<file path="src/rtl/decode_stage_hs_pkg.sv">
// Shared decode-stage types: opcode tables, control bundle and de_bus layout.
// Imported by the decoder and the decode stage.
package decode_stage_hs_pkg;

  typedef enum logic [3:0] {
    ALU_ADD, ALU_SUB, ALU_AND, ALU_OR,
    ALU_XOR, ALU_NOR, ALU_SLT, ALU_SLTU,
    ALU_SLL, ALU_SRL, ALU_SRA, ALU_LUI
  } aluop_e;

  typedef enum logic [2:0] {
    BR_NONE, BR_BEQ, BR_BNE, BR_BLEZ,
    BR_BGTZ, BR_J, BR_JR
  } br_e;

  typedef enum logic [2:0] {
    LD_NONE, LD_LB, LD_LBU, LD_LH, LD_LHU, LD_LW
  } ld_e;

  typedef enum logic [1:0] {
    ST_NONE, ST_SB, ST_SH, ST_SW
  } st_e;

  typedef enum logic [3:0] {
    MD_NONE, MD_MULT, MD_MULTU, MD_DIV, MD_DIVU,
    MD_MFHI, MD_MFLO, MD_MTHI, MD_MTLO
  } md_e;

  localparam int EXC_INT  = 5;
  localparam int EXC_ADEL = 4;
  localparam int EXC_RI   = 3;
  localparam int EXC_OV   = 2;
  localparam int EXC_SYS  = 1;
  localparam int EXC_BRK  = 0;

  localparam logic [5:0] OP_SPECIAL = 6'h00;
  localparam logic [5:0] OP_J     = 6'h02;
  localparam logic [5:0] OP_JAL   = 6'h03;
  localparam logic [5:0] OP_BEQ   = 6'h04;
  localparam logic [5:0] OP_BNE   = 6'h05;
  localparam logic [5:0] OP_BLEZ  = 6'h06;
  localparam logic [5:0] OP_BGTZ  = 6'h07;
  localparam logic [5:0] OP_ADDI  = 6'h08;
  localparam logic [5:0] OP_ADDIU = 6'h09;
  localparam logic [5:0] OP_SLTI  = 6'h0a;
  localparam logic [5:0] OP_SLTIU = 6'h0b;
  localparam logic [5:0] OP_ANDI  = 6'h0c;
  localparam logic [5:0] OP_ORI   = 6'h0d;
  localparam logic [5:0] OP_XORI  = 6'h0e;
  localparam logic [5:0] OP_LUI   = 6'h0f;
  localparam logic [5:0] OP_LB    = 6'h20;
  localparam logic [5:0] OP_LH    = 6'h21;
  localparam logic [5:0] OP_LW    = 6'h23;
  localparam logic [5:0] OP_LBU   = 6'h24;
  localparam logic [5:0] OP_LHU   = 6'h25;
  localparam logic [5:0] OP_SB    = 6'h28;
  localparam logic [5:0] OP_SH    = 6'h29;
  localparam logic [5:0] OP_SW    = 6'h2b;

  typedef struct packed {
    aluop_e      aluop;
    br_e         br;
    ld_e         ld;
    st_e         st;
    md_e         md;
    logic        use_rs;
    logic        use_rt;
    logic        reg_en;
    logic [4:0]  waddr;
    logic [31:0] imm;
    logic        ri;
    logic        sys;
    logic        brk;
    logic        ov;
  } ctrl_t;

  localparam int CTRL_W = $bits(ctrl_t);

  typedef struct packed {
    logic [31:0] pc;
    logic [31:0] src1;
    logic [31:0] src2;
    logic [31:0] imm;
    aluop_e      aluop;
    br_e         br;
    ld_e         ld;
    st_e         st;
    md_e         md;
    logic [4:0]  waddr;
    logic        reg_en;
    logic        ds;
    logic [5:0]  exc;
  } de_bus_t;

  localparam int EXC_LSB   = 0;
  localparam int DS_BIT    = 6;
  localparam int REGEN_BIT = 7;
  localparam int WADDR_LSB = 8;
  localparam int MD_LSB    = 13;
  localparam int ST_LSB    = 17;
  localparam int LD_LSB    = 19;
  localparam int BR_LSB    = 22;
  localparam int ALU_LSB   = 25;
  localparam int IMM_LSB   = 29;
  localparam int SRC2_LSB  = 61;
  localparam int SRC1_LSB  = 93;
  localparam int PC_LSB    = 125;
  localparam int DE_BUS_W  = $bits(de_bus_t);

  function automatic logic is_md_arith(md_e m);
    return (m == MD_MULT) | (m == MD_MULTU) |
           (m == MD_DIV)  | (m == MD_DIVU);
  endfunction

endpackage

</file>
<file path="src/rtl/decode_stage_hs_inst_decoder.sv">
// Combinational MIPS-I opcode decoder for the decode stage.
// Pure function of the instruction word; holds no state.
module inst_decoder
  import decode_stage_hs_pkg::*;
#(
  parameter int MD_EN = 1
) (
  input  logic [31:0]       i_inst,
  output logic [CTRL_W-1:0] o_ctrl
);

  logic [5:0]  w_op, w_fn;
  logic [4:0]  w_rt, w_rd;
  logic [31:0] w_sext, w_zext, w_sa, w_tgt;
  ctrl_t       w_c;

  assign w_op   = i_inst[31:26];
  assign w_fn   = i_inst[5:0];
  assign w_rt   = i_inst[20:16];
  assign w_rd   = i_inst[15:11];
  assign w_sext = {{16{i_inst[15]}}, i_inst[15:0]};
  assign w_zext = {16'h0, i_inst[15:0]};
  assign w_sa   = {27'h0, i_inst[10:6]};
  assign w_tgt  = {6'h0, i_inst[25:0]};

  function automatic ctrl_t f_imm(
    aluop_e op, logic [4:0] rt, logic [31:0] imm
  );
    ctrl_t c;
    c        = '0;
    c.aluop  = op;
    c.use_rs = 1'b1;
    c.reg_en = 1'b1;
    c.waddr  = rt;
    c.imm    = imm;
    return c;
  endfunction

  always_comb begin
    w_c = '0;
    unique case (1'b1)
      w_op == OP_SPECIAL: begin
        w_c.use_rs = 1'b1;
        w_c.use_rt = 1'b1;
        w_c.reg_en = 1'b1;
        w_c.waddr  = w_rd;
        unique case (1'b1)
          w_fn == 6'h20: begin w_c.aluop = ALU_ADD; w_c.ov = 1'b1; end
          w_fn == 6'h21: w_c.aluop = ALU_ADD;
          w_fn == 6'h22: begin w_c.aluop = ALU_SUB; w_c.ov = 1'b1; end
          w_fn == 6'h23: w_c.aluop = ALU_SUB;
          w_fn == 6'h24: w_c.aluop = ALU_AND;
          w_fn == 6'h25: w_c.aluop = ALU_OR;
          w_fn == 6'h26: w_c.aluop = ALU_XOR;
          w_fn == 6'h27: w_c.aluop = ALU_NOR;
          w_fn == 6'h2a: w_c.aluop = ALU_SLT;
          w_fn == 6'h2b: w_c.aluop = ALU_SLTU;
          w_fn == 6'h00: begin
            w_c.aluop = ALU_SLL; w_c.use_rs = 1'b0; w_c.imm = w_sa;
          end
          w_fn == 6'h02: begin
            w_c.aluop = ALU_SRL; w_c.use_rs = 1'b0; w_c.imm = w_sa;
          end
          w_fn == 6'h03: begin
            w_c.aluop = ALU_SRA; w_c.use_rs = 1'b0; w_c.imm = w_sa;
          end
          w_fn == 6'h08: begin
            w_c.br = BR_JR; w_c.use_rt = 1'b0; w_c.reg_en = 1'b0;
          end
          w_fn == 6'h09: begin w_c.br = BR_JR; w_c.use_rt = 1'b0; end
          w_fn == 6'h0c: begin w_c.sys = 1'b1; w_c.reg_en = 1'b0; end
          w_fn == 6'h0d: begin w_c.brk = 1'b1; w_c.reg_en = 1'b0; end
          w_fn == 6'h10: begin
            w_c.md = MD_MFHI; w_c.use_rs = 1'b0; w_c.use_rt = 1'b0;
          end
          w_fn == 6'h12: begin
            w_c.md = MD_MFLO; w_c.use_rs = 1'b0; w_c.use_rt = 1'b0;
          end
          w_fn == 6'h11: begin
            w_c.md = MD_MTHI; w_c.use_rt = 1'b0; w_c.reg_en = 1'b0;
          end
          w_fn == 6'h13: begin
            w_c.md = MD_MTLO; w_c.use_rt = 1'b0; w_c.reg_en = 1'b0;
          end
          w_fn == 6'h18: begin w_c.md = MD_MULT;  w_c.reg_en = 1'b0; end
          w_fn == 6'h19: begin w_c.md = MD_MULTU; w_c.reg_en = 1'b0; end
          w_fn == 6'h1a: begin w_c.md = MD_DIV;   w_c.reg_en = 1'b0; end
          w_fn == 6'h1b: begin w_c.md = MD_DIVU;  w_c.reg_en = 1'b0; end
          default: begin w_c = '0; w_c.ri = 1'b1; end
        endcase
      end
      w_op == OP_ADDI: begin
        w_c = f_imm(ALU_ADD, w_rt, w_sext); w_c.ov = 1'b1;
      end
      w_op == OP_ADDIU: w_c = f_imm(ALU_ADD,  w_rt, w_sext);
      w_op == OP_SLTI:  w_c = f_imm(ALU_SLT,  w_rt, w_sext);
      w_op == OP_SLTIU: w_c = f_imm(ALU_SLTU, w_rt, w_sext);
      w_op == OP_ANDI:  w_c = f_imm(ALU_AND,  w_rt, w_zext);
      w_op == OP_ORI:   w_c = f_imm(ALU_OR,   w_rt, w_zext);
      w_op == OP_XORI:  w_c = f_imm(ALU_XOR,  w_rt, w_zext);
      w_op == OP_LUI: begin
        w_c = f_imm(ALU_LUI, w_rt, w_zext); w_c.use_rs = 1'b0;
      end
      w_op == OP_LB:  begin w_c = f_imm(ALU_ADD, w_rt, w_sext); w_c.ld = LD_LB;  end
      w_op == OP_LH:  begin w_c = f_imm(ALU_ADD, w_rt, w_sext); w_c.ld = LD_LH;  end
      w_op == OP_LW:  begin w_c = f_imm(ALU_ADD, w_rt, w_sext); w_c.ld = LD_LW;  end
      w_op == OP_LBU: begin w_c = f_imm(ALU_ADD, w_rt, w_sext); w_c.ld = LD_LBU; end
      w_op == OP_LHU: begin w_c = f_imm(ALU_ADD, w_rt, w_sext); w_c.ld = LD_LHU; end
      w_op inside {OP_SB, OP_SH, OP_SW}: begin
        w_c        = f_imm(ALU_ADD, w_rt, w_sext);
        w_c.reg_en = 1'b0;
        w_c.use_rt = 1'b1;
        w_c.st     = (w_op == OP_SB) ? ST_SB :
                     (w_op == OP_SH) ? ST_SH : ST_SW;
      end
      w_op inside {OP_BEQ, OP_BNE}: begin
        w_c.use_rs = 1'b1;
        w_c.use_rt = 1'b1;
        w_c.imm    = w_sext;
        w_c.br     = (w_op == OP_BEQ) ? BR_BEQ : BR_BNE;
      end
      w_op inside {OP_BLEZ, OP_BGTZ}: begin
        w_c.use_rs = 1'b1;
        w_c.imm    = w_sext;
        w_c.br     = (w_op == OP_BLEZ) ? BR_BLEZ : BR_BGTZ;
      end
      w_op == OP_J: begin w_c.br = BR_J; w_c.imm = w_tgt; end
      w_op == OP_JAL: begin
        w_c.br = BR_J; w_c.imm = w_tgt;
        w_c.reg_en = 1'b1; w_c.waddr = 5'd31;
      end
      default: w_c.ri = 1'b1;
    endcase
    // Without a HI/LO unit the whole mult/div group is reserved.
    if (MD_EN == 0 && w_c.md != MD_NONE) begin
      w_c.md = MD_NONE;
      w_c.ri = 1'b1;
    end
  end

  assign o_ctrl = w_c;

endmodule

</file>
<file path="src/rtl/decode_stage_hs.sv">
// Decode pipeline stage: holds one instruction, resolves hazards,
// owns HI/LO and mult/div busy state, and hands off de_bus to EXE.
module decode_stage_hs
  import decode_stage_hs_pkg::*;
#(
  parameter int FWD_EN = 1,
  parameter int MD_EN  = 1,
  parameter int EXC_W  = 6
) (
  input  logic                clk,
  input  logic                resetn,
  input  logic                fe_valid,
  input  logic [31:0]         fe_inst,
  input  logic [31:0]         fe_pc,
  output logic                de_allowin,
  output logic [4:0]          rs_addr,
  output logic [4:0]          rt_addr,
  input  logic [31:0]         rs_data,
  input  logic [31:0]         rt_data,
  input  logic                exe_valid,
  input  logic                exe_is_load,
  input  logic [4:0]          exe_waddr,
  input  logic                mem_valid,
  input  logic [4:0]          mem_waddr,
  input  logic                wb_md_complete,
  input  logic [63:0]         wb_md_result,
  input  logic                exe_allowin,
  output logic                de_to_exe_valid,
  output logic [DE_BUS_W-1:0] de_bus,
  output logic                de_md_busy,
  input  logic                exc_flush
);

  logic              r_valid, r_md_busy, r_ds, r_br_pend;
  logic [31:0]       r_inst, r_pc, r_hi, r_lo;
  logic [CTRL_W-1:0] w_ctrl_raw;
  ctrl_t             w_ctrl;
  logic [EXC_W-1:0]  w_exc;
  logic              w_exc_any, w_exe_hit, w_mem_hit;
  logic              w_stall, w_ready_go, w_fire, w_accept, w_br;
  md_e               w_md;
  de_bus_t           w_bus;

  inst_decoder #(.MD_EN(MD_EN)) u_dec (
    .i_inst (r_inst),
    .o_ctrl (w_ctrl_raw)
  );

  assign w_ctrl  = ctrl_t'(w_ctrl_raw);
  assign rs_addr = r_inst[25:21];
  assign rt_addr = r_inst[20:16];

  always_comb begin
    w_exc           = '0;
    w_exc[EXC_ADEL] = (r_pc[1:0] != 2'b00);
    w_exc[EXC_RI]   = w_ctrl.ri;
    w_exc[EXC_OV]   = w_ctrl.ov;
    w_exc[EXC_SYS]  = w_ctrl.sys;
    w_exc[EXC_BRK]  = w_ctrl.brk;
  end

  // ov only arms the EXE overflow trap, so it does not squash enables.
  assign w_exc_any = w_exc[EXC_INT] | w_exc[EXC_ADEL] | w_exc[EXC_RI] |
                     w_exc[EXC_SYS] | w_exc[EXC_BRK];
  assign w_md      = w_exc_any ? MD_NONE : w_ctrl.md;

  assign w_exe_hit = exe_valid & (exe_waddr != 5'd0) &
                     ((w_ctrl.use_rs & (exe_waddr == rs_addr)) |
                      (w_ctrl.use_rt & (exe_waddr == rt_addr)));
  assign w_mem_hit = mem_valid & (mem_waddr != 5'd0) &
                     ((w_ctrl.use_rs & (mem_waddr == rs_addr)) |
                      (w_ctrl.use_rt & (mem_waddr == rt_addr)));

  assign w_stall = (w_exe_hit & exe_is_load) |
                   ((FWD_EN == 0) & (w_exe_hit | w_mem_hit)) |
                   (r_md_busy & (is_md_arith(w_md) |
                    (w_md == MD_MFHI) | (w_md == MD_MFLO)));

  assign w_ready_go      = ~w_stall;
  assign de_allowin      = resetn & (~r_valid | (w_ready_go & exe_allowin));
  assign de_to_exe_valid = r_valid & w_ready_go & ~exc_flush;
  assign w_fire          = de_to_exe_valid & exe_allowin;
  assign w_accept        = fe_valid & de_allowin & ~exc_flush;
  assign w_br            = (w_ctrl.br != BR_NONE);
  assign de_md_busy      = r_md_busy;

  always_comb begin
    w_bus = '0;
    if (r_valid) begin
      w_bus.pc     = r_pc;
      w_bus.src1   = (w_md == MD_MFHI) ? r_hi :
                     (w_md == MD_MFLO) ? r_lo : rs_data;
      w_bus.src2   = rt_data;
      w_bus.imm    = w_ctrl.imm;
      w_bus.aluop  = w_ctrl.aluop;
      w_bus.br     = w_ctrl.br;
      w_bus.ld     = w_exc_any ? LD_NONE : w_ctrl.ld;
      w_bus.st     = w_exc_any ? ST_NONE : w_ctrl.st;
      w_bus.md     = w_md;
      w_bus.waddr  = w_ctrl.waddr;
      w_bus.reg_en = w_ctrl.reg_en & ~w_exc_any;
      w_bus.ds     = r_ds;
      w_bus.exc    = w_exc[5:0];
    end
  end

  assign de_bus = w_bus;

  always_ff @(posedge clk or negedge resetn) begin
    if (!resetn) begin
      r_valid   <= 1'b0;
      r_inst    <= '0;
      r_pc      <= '0;
      r_ds      <= 1'b0;
      r_br_pend <= 1'b0;
      r_md_busy <= 1'b0;
      r_hi      <= '0;
      r_lo      <= '0;
    end else begin
      if (exc_flush)       r_valid <= 1'b0;
      else if (de_allowin) r_valid <= fe_valid;
      if (w_accept) begin
        r_inst <= fe_inst;
        r_pc   <= fe_pc;
      end
      // A branch may leave before its slot arrives; remember it.
      if (exc_flush) begin
        r_ds      <= 1'b0;
        r_br_pend <= 1'b0;
      end else if (w_accept) begin
        r_ds      <= (w_fire & w_br) | r_br_pend;
        r_br_pend <= 1'b0;
      end else if (w_fire & w_br) begin
        r_br_pend <= 1'b1;
      end
      if (w_fire & is_md_arith(w_md)) r_md_busy <= 1'b1;
      else if (wb_md_complete)        r_md_busy <= 1'b0;
      if (wb_md_complete)                    {r_hi, r_lo} <= wb_md_result;
      else if (w_fire && w_md == MD_MTHI)    r_hi <= rs_data;
      else if (w_fire && w_md == MD_MTLO)    r_lo <= rs_data;
    end
  end

endmodule

</file>
<file path="config.mk">
export PLATFORM = sky130hd
export DESIGN_NAME = decode_stage_hs
export DESIGN_NICKNAME = d
export VERILOG_FILES = /design/src/rtl/decode_stage_hs_pkg.sv /design/src/rtl/decode_stage_hs_inst_decoder.sv /design/src/rtl/decode_stage_hs.sv
export SDC_FILE = /design/constraint.sdc
export NUM_CORES = 1
export LEC_CHECK = 0
export ABC_AREA = 1
export CORE_AREA = 2 2 147 149
export DETAILED_ROUTE_END_ITERATION = 6
export DIE_AREA = 0 0 149 151
export MAX_ROUTING_LAYER = met4
export PLACE_DENSITY = 0.8
export REMOVE_ABC_BUFFERS = 1
export SLEW_MARGIN = 20
export SYNTH_ARGS = -nofsm -noshare
export SYNTH_HDL_FRONTEND = slang
export SYNTH_SLANG_ARGS = --single-unit
</file>
<file path="constraint.sdc">
create_clock -name clk -period 4.2 [get_ports clk]
set_clock_uncertainty 0.15 [all_clocks]
set_input_delay 1.05 -clock clk [delete_from_list [all_inputs] [get_ports clk]]
set_output_delay 1.05 -clock clk [all_outputs]
set_load 0.02 [all_outputs]
</file>
run_1/metal_stack.png
Scale: 2 px per um.
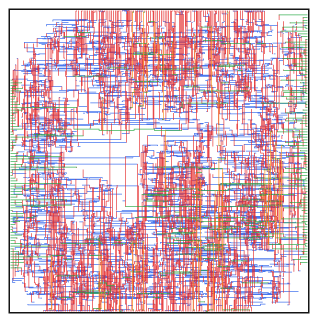
[met2] red | wire length: 17,100 um
[met3] green | wire length: 2,370 um
[met4] orange | wire length: 1,190 um
[met1] blue | wire length: 13,400 um
Total GRT Usage: 29.39%
DR vias: 10,410

run_1/met3.png
Scale: 2 px per um.
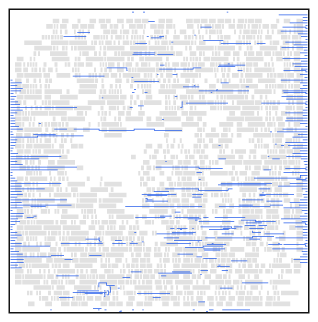
wire length on this layer: 2,370 um
share of all routed wire: 7.0%
main direction: horizontal
met3 Use GR: 5.904%
WL final: 34,040 um

run_1/pdn.png
Scale: 2 px per um. Pins as bars on the die edge. Tap cells in gray.
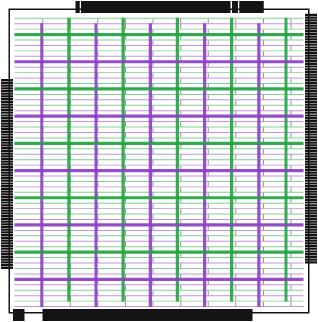
[VDD] green
[VSS] purple
rows: 53
met1 rails: 54

[run 1: sequential cells by signal (all words and copies together) (netlist names)]
| register | count |
|---|---|
| r_br_pend | 1 |
| r_valid | 1 |
| r_lo | 32 |
| r_hi | 32 |
| r_ds | 1 |
| r_pc | 32 |
| de_md_busy | 1 |
| r_inst | 32 |
[run 1: through the flow]
step	hold WS (ns)	setup TNS (ns)	total power, mW	cell area [um^2]	instances
after floorplan	0.2991	-98.32	2.254	8307	1244
after global placement	0.3129	-0.3130	2.967	13070	1967
after detailed placement	0.3155	-0.3070	2.989	13070	1967
after CTS	0.3349	-0.03043	4.511	13740	2002
after global routing	0.3519	-1.458	4.856	14120	2028
final	0.3344	0	4.615	14120	2028
==> reports/qor.yml, run 1 <==
cells_and_area:
  lay_top_cells: "nand2_1 (466), clkdlybuf4s50_1 (316), inv_1 (174)"
  clock_buffers: 17
  signal_buffers: 477
  antenna_cells: 0
  combGateArea_um2: 4562
  ff_count: 132
  seq_share_pct: 23.50
  logic_gates: 925
  bufAreaShareNonClock_pct: 32.68
  post-route-util_pct: 67.80
  clockNetworkAreaShare_pct: 4.094
  fin_nets: 1951
  largest_class: "non-clock buffers"
  mostFrequentLayoutCell: "nand2_1"
  area_growth_pct: 60.53
placed_design:
  io_buffers: 373
  gp_congestion: 0.9366
cts:
  cts_tree: "built"
  clock_latency_ns: 0.43
  cts_root_buffer: "clkbuf_16"
  clk_pin_slew_worst_paths_ns: 0.07
  cts_max_level: 4
  cts_inserted_buffers: 17
  postCtsHoldBufs: 0
  clock_path_buffers: 2
  cts_sinks: 132
power:
  leakage_nw: 7.672
  seqPwrFrac_pct: 35.3
  vdd_drop_max_mv: 0.2521
  p_seq_mw: 1.63
  powerComb_mw: 1.50
  p_clk_share_pct: 32.2
  power_density_nw_per_um2: 326.9
  intPower_mw: 2.934
  power_leader: "sequential cells"
detailed_routing:
  dr_wl_met2_um: 17050
  dr.pass1.iters: 5
  ant_nets: 0
  viasPerCell: 5.133
  met3WireLength_um: 2373
  remaining_drc_errors: 0
  met1Wirelength_um: 13430
  routed.top_layer: "met4"
  drtIter0Drc: 713
synthesis:
  top_area_share_pct: 37.56
  flop_cell: "dfrtp_1"
  ys_types: 46
  yosysChipArea_um2: 8795
  yosysMostFrequentCell: "nand2_1"
  synthTopCellsByCount: "nand2_1 (477), inv_1 (180), dfrtp_1 (132), nand3_1 (104), o21ai_0 (76)"
  numSynthFlops: 132
  yosys-stat-cells: 1336
  synthTopCellsByArea: "dfrtp_1 (38%), nand2_1 (20%), inv_1 (7.7%)"
  largest_area_cell: "dfrtp_1"
  synth_area_um2: 8795
  ys_sh_simple_pct: 33.40
  ys_warn_count: 0
  ys_seq_share_pct: 37.56
  ys_sh_xor_pct: 0.6971
  async_reset_ff_share_pct: 100.0
  ys_sh_aoi_pct: 11.13
  synthesis.instances: 1336
  logic_family: "simple AND/OR/NAND/NOR gates"
  edf_count: 0
worst_setup_path:
  worstSetupPathType: "register to output port"
  reg2reg_depth: 20
  crit_end: "de_bus[112]"
  crit_fanout: 5
  worstSetupEndpointType: "output port"
  critPathSlowestCell: "dfrtp_2"
  worstPathCellList: "buf_6, nor2_4, buf_6, nand3_2, nand2_1, nor2_2, nand4_4, nand4_1, inv_2, nand3b_1, buf_4, clkbuf_16, mux2i_1, a21oi_1, clkdlybuf4s15_1"
  slowest_delay_ns: 0.45
  cp.required_ns: 3.00
  worst-path-buf-inv: 6
  path_delay_family: "buffers and inverters"
  arrival_ns: 2.96
  r2r-end: "r_lo[24]"
  start_kind: "register"
  crit_top_cell: "buf_6"
  cp.depth: 15
timing:
  min_period_ns: 4.158
  max_freq_ghz: 0.2405
  setup_ws_ns: 0.04236
  final_hold_viol_count: 0
  worst_pin_slew_ns: 0.9828
job:
  drv_cap: 0
  warnings: 33
floorplan:
  die_area_um2: 22500
  die_x_um: 149
  fp.coreArea_um2: 20820
  initCoreUtil_pct: 42.24
  ios: 381
  taps: 275
grt:
  use_met1_pct: 35.00
  grt_overflow: 0
  grt_pass1_vias: 9618
  antenna_found_initial: 0
  gr-usage-met2_pct: 49.42
hold_path:
  hp-start: "r_pc[15]"
  holdPathStages: 2
  hold_path_end: "r_pc[15]"
run_status:
  status: "completed"
run_1/met2.png
Scale: 2 px per um.
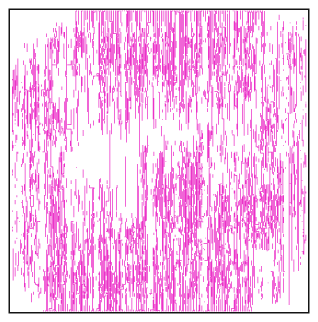

==> inputs of run 2 (changes only) <==
--- a/config.mk
+++ b/config.mk
@@ -5,14 +5,12 @@
 export SDC_FILE = /design/constraint.sdc
 export NUM_CORES = 1
 export LEC_CHECK = 0
-export ABC_AREA = 1
-export CORE_AREA = 2 2 147 149
+export CORE_AREA = 2 2 150 152
 export DETAILED_ROUTE_END_ITERATION = 6
-export DIE_AREA = 0 0 149 151
+export DIE_AREA = 0 0 152 154
 export MAX_ROUTING_LAYER = met4
-export PLACE_DENSITY = 0.8
+export PLACE_DENSITY = 0.77
 export REMOVE_ABC_BUFFERS = 1
-export SLEW_MARGIN = 20
 export SYNTH_ARGS = -nofsm -noshare
 export SYNTH_HDL_FRONTEND = slang
 export SYNTH_SLANG_ARGS = --single-unit
run_2/met2.png
Scale: 2 px per um.
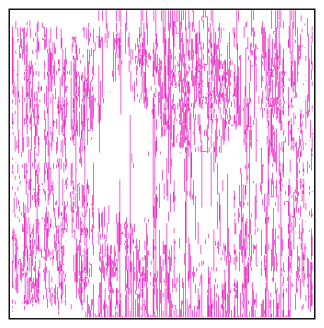
main direction: vertical
nets with wire on the layer: 1,260

run_2/metal_stack.png
Scale: 2 px per um.
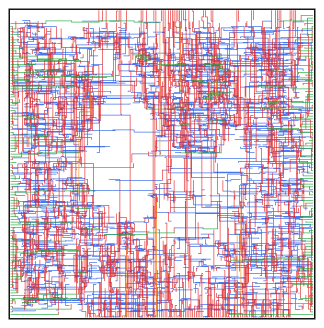
[met2] red | wire length: 14,300 um
[met4] orange | wire length: 469 um
[met3] green | wire length: 2,170 um
[met1] blue | wire length: 12,800 um
WL final: 29,700 um
DR vias: 8,305
drt wl/cell: 19.46 um

==> run 2 against run 1 <==
- critical endpoint is now de_allowin
- largest power group unchanged
- critical path depth fell by 6
- area after synthesis fell by 0.98%
- synthesized cell count fell by 35%
- clock power rose by 9%
- global-route usage fell by 3.8 points
- design area fell by 4.5%
- combinational power rose by 8%
- register-to-register slack got worse by 0.09 ns
==> reports/qor.yml, run 2 <==
grt:
  grt_pass1_vias: 8340
  grt_overflow: 0
  use_met1_pct: 31.93
  grt_util_met3_pct: 6.454
worst_setup_path:
  crit_fanout: 8
  r2r-end: "r_inst[14]"
  worstSetupEndpointType: "output port"
  crit_end: "de_allowin"
  worst-path-buf-inv: 2
  path_delay_family: "simple AND/OR/NAND/NOR gates"
  cp.required_ns: 3.00
  reg2reg_depth: 11
  critPathSlowestCell: "or4_4"
  cp.depth: 9
  worstSetupPathType: "register to output port"
  arrival_ns: 2.92
detailed_routing:
  routed.top_layer: "met4"
  viasPerCell: 5.442
  met1Wirelength_um: 12800
  met3WireLength_um: 2171
  drtIter0Drc: 555
  dr.pass1.iters: 5
  dr_wl_met2_um: 14260
  remaining_drc_errors: 0
power:
  leakage_nw: 5.682
  vdd_drop_max_mv: 0.2340
cts:
  clk_pin_slew_worst_paths_ns: 0.06
  postCtsHoldBufs: 0
  cts_max_level: 4
  clock_latency_ns: 0.43
  cts_sinks: 132
  cts_inserted_buffers: 17
  cts_root_buffer: "clkbuf_16"
placed_design:
  io_buffers: 373
cells_and_area:
  clockNetworkAreaShare_pct: 4.640
  combGateArea_um2: 5009
  post-route-util_pct: 62.16
  logic_gates: 636
  signal_buffers: 435
  bufAreaShareNonClock_pct: 30.79
  mostFrequentLayoutCell: "clkdlybuf4s50_1"
  lay_top_cells: "clkdlybuf4s50_1 (306), dfrtp_1 (129), and2_1 (68)"
  largest_class: "combinational gates"
timing:
  final_hold_viol_count: 0
  max_freq_ghz: 0.2429
synthesis:
  synthTopCellsByCount: "dfrtp_1 (132), and2_1 (69), nor2_1 (68), nor3b_1 (66), a221o_1 (64)"
  async_reset_ff_share_pct: 100.0
  synthTopCellsByArea: "dfrtp_1 (38%), mux2_4 (10%), a221o_1 (7.4%)"
  edf_count: 0
  ys_sh_simple_pct: 23.35
  synth_area_um2: 8708
  flop_cell: "dfrtp_1"
  ys_sh_aoi_pct: 16.64
  numSynthFlops: 132
  yosys-stat-cells: 875
  ys_types: 63
  ys_sh_xor_pct: 1.307
  ys_seq_share_pct: 37.93
hold_path:
  hold_path_end: "r_pc[23]"
  holdPathStages: 1
floorplan:
  initCoreUtil_pct: 40.15
  fp.coreArea_um2: 21690
  taps: 280
job:
  warnings: 32
run_status:
  status: "completed"
run_2/met3.png
Scale: 2 px per um.
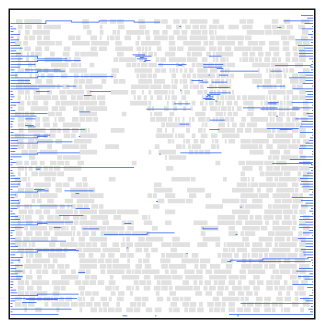
wire length on this layer: 2,170 um
main direction: horizontal
longest straight run: 61.4 um

## run 2: per-stage QoR
stage	std cells	power (mW)	TNS, ns	instance area [um^2]	worst slack [ns]
floorplan	777	2.517	-58.99	8213	-0.9316
global placement	1491	3.242	-1.097	12880	-0.5395
detailed placement	1491	3.265	-1.104	12880	-0.5236
CTS	1524	4.901	-0.0009444	13480	-0.0009444
global route	1526	5.121	0	13480	0.002571
finish	1526	4.888	0	13480	0.08346
## run 2: where the power goes
part | switching, mW | total, mW | internal (mW) | leakage, nW
Combinational | 0.760 | 1.62 | 0.861 | 3.79
Sequential | 0.178 | 1.65 | 1.47 | 1.59
Clock | 0.650 | 1.62 | 0.968 | 0.301
Total | 1.59 | 4.89 | 3.30 | 5.68
run_2/pdn.png
Scale: 2 px per um. Pins as bars on the die edge. Tap cells in gray.
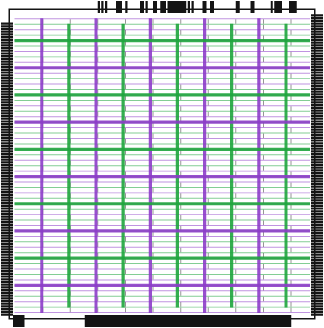

==> inputs of run 3 (changes only) <==
--- a/config.mk
+++ b/config.mk
@@ -10,7 +10,6 @@
 export DIE_AREA = 0 0 152 154
 export MAX_ROUTING_LAYER = met4
 export PLACE_DENSITY = 0.77
-export REMOVE_ABC_BUFFERS = 1
 export SYNTH_ARGS = -nofsm -noshare
 export SYNTH_HDL_FRONTEND = slang
 export SYNTH_SLANG_ARGS = --single-unit
run_3/pdn.png
Scale: 2 px per um. Pins as bars on the die edge. Tap cells in gray.
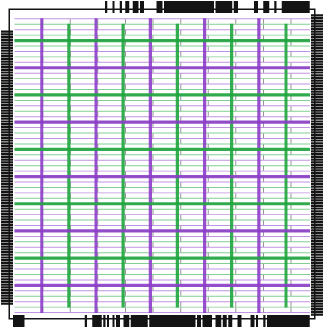
[VSS] purple
[VDD] green
tap cells: 280
met1 rails: 55
rows: 54

run_3/met3.png
Scale: 2 px per um.
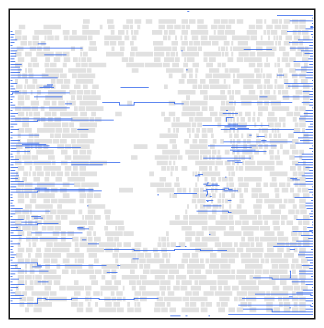
main direction: horizontal
wire length on this layer: 2,310 um
share of all routed wire: 7.4%
nets with wire on the layer: 271
longest straight run: 54.5 um
met3 Use GR: 7.244%
WL final: 31,240 um
DR vias: 8,405

run_3/metal_stack.png
Scale: 2 px per um.
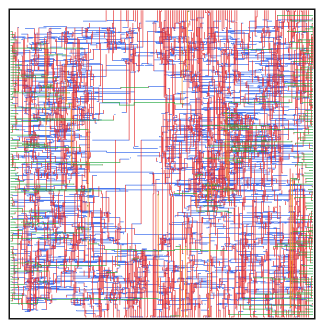
[met2] red | wire length: 15,700 um
[met1] blue | wire length: 12,600 um
[met4] orange | wire length: 596 um
[met3] green | wire length: 2,310 um
drt wl/cell: 20.38 um
Total GRT Usage: 26.35%

==> run 3 against run 2 <==
- the run now ends with negative setup slack left
- sequential power barely moved
- largest power group unchanged
- utilization barely moved
- die area did not move
==> reports/qor.yml, run 3 <==
floorplan:
  die_area_um2: 23410
  ios: 381
  fp.coreArea_um2: 21690
  die_x_um: 152
  initCoreUtil_pct: 40.15
cells_and_area:
  clock_buffers: 17
  ff_count: 132
  seq_share_pct: 24.53
  clockNetworkAreaShare_pct: 4.165
  signal_buffers: 441
  combGateArea_um2: 5052
  post-route-util_pct: 62.20
  antenna_cells: 3
  bufAreaShareNonClock_pct: 30.94
  finish.instance_area_um2: 13490
  mostFrequentLayoutCell: "clkdlybuf4s50_1"
  area_growth_pct: 54.90
synthesis:
  yosys-stat-cells: 875
  logic_family: "simple AND/OR/NAND/NOR gates"
  yosysMostFrequentCell: "dfrtp_1"
  yosysChipArea_um2: 8708
  numSynthFlops: 132
  edf_count: 0
  ys_sh_xor_pct: 1.307
  ys_types: 63
  async_reset_ff_share_pct: 100.0
  ys_sh_aoi_pct: 16.64
  ys_warn_count: 0
  ys_seq_share_pct: 37.93
  synthTopCellsByArea: "dfrtp_1 (38%), mux2_4 (10%), a221o_1 (7.4%)"
  ys_sh_simple_pct: 23.35
timing:
  worst_pin_slew_ns: 0.7981
  setup_tns_ns: -0.003710
  setup_violations: 1
  max_freq_ghz: 0.2379
  setup_ws_ns: -0.003710
placed_design:
  dp.cells: 1491
  post-place-ws_ns: -0.5809
  placed_cell_area_um2: 12820
  io_buffers: 373
  gp_congestion: 0.9596
worst_setup_path:
  path_delay_family: "AND-OR/OR-AND gates"
  worstSetupEndpointType: "output port"
  critPathSlowestCell: "o311a_1"
  crit_top_cell: "buf_4"
  worst-path-buf-inv: 4
  worstPathCellList: "dlygate4sd2_1, or3_1, o311a_1, o2111a_1, buf_4, buf_6, nor2_4, nand3_1, a21boi_1, buf_4"
  crit_fanout: 4
  start_kind: "input pin"
  worstSetupPathType: "input pin to output port"
  slowest_delay_ns: 0.39
run_status:
  status: "finished with violations"
  violations: "negative setup slack"
job:
  warnings: 34
detailed_routing:
  dr.pass1.iters: 5
  ant_nets: 0
power:
  power_density_nw_per_um2: 349.5
  p_total_mw: 4.714
  power_leader: "sequential cells"
  vdd_drop_max_mv: 0.2643
  p_seq_mw: 1.66
  leakage_nw: 5.646
  intPower_mw: 3.101
grt:
  grt_overflow: 0
  gr-usage-met2_pct: 44.44
  antenna_found_initial: 4
cts:
  clock_path_buffers: 2
  cts_sinks: 132
  cts_tree: "built"
  cts_root_buffer: "clkbuf_16"
-- run 3: what timing repair did --
item                                    in CTS  in global routing
endpoints found under the setup margin      57                 61
gates cloned                                 0                  3
buffers inserted                             3                  3
pin swaps                                    4                  5
resized                                    215                 40
-- run 3: worst reg2reg max path, stage by stage, from the launching register on --
cell and delay, ns:
dfrtp_1 0.35, buf_4 0.23, inv_1 0.13, nor2_1 0.35, a2111oi_0 0.21, o311a_4 0.41, or2_4 0.24, buf_4 0.15
o2bb2ai_4 0.18, buf_12 0.31, mux2_2 0.43
-- run 3: routing by layer --
metal / vias up / part of all wire (%)
met5: - / 0
met1: 4082 / 40
met3: 37 / 7.4
met2: 364 / 50
met4: 0 / 1.9
li1: 3922 / -
Power and IR drop assume default switching activity.
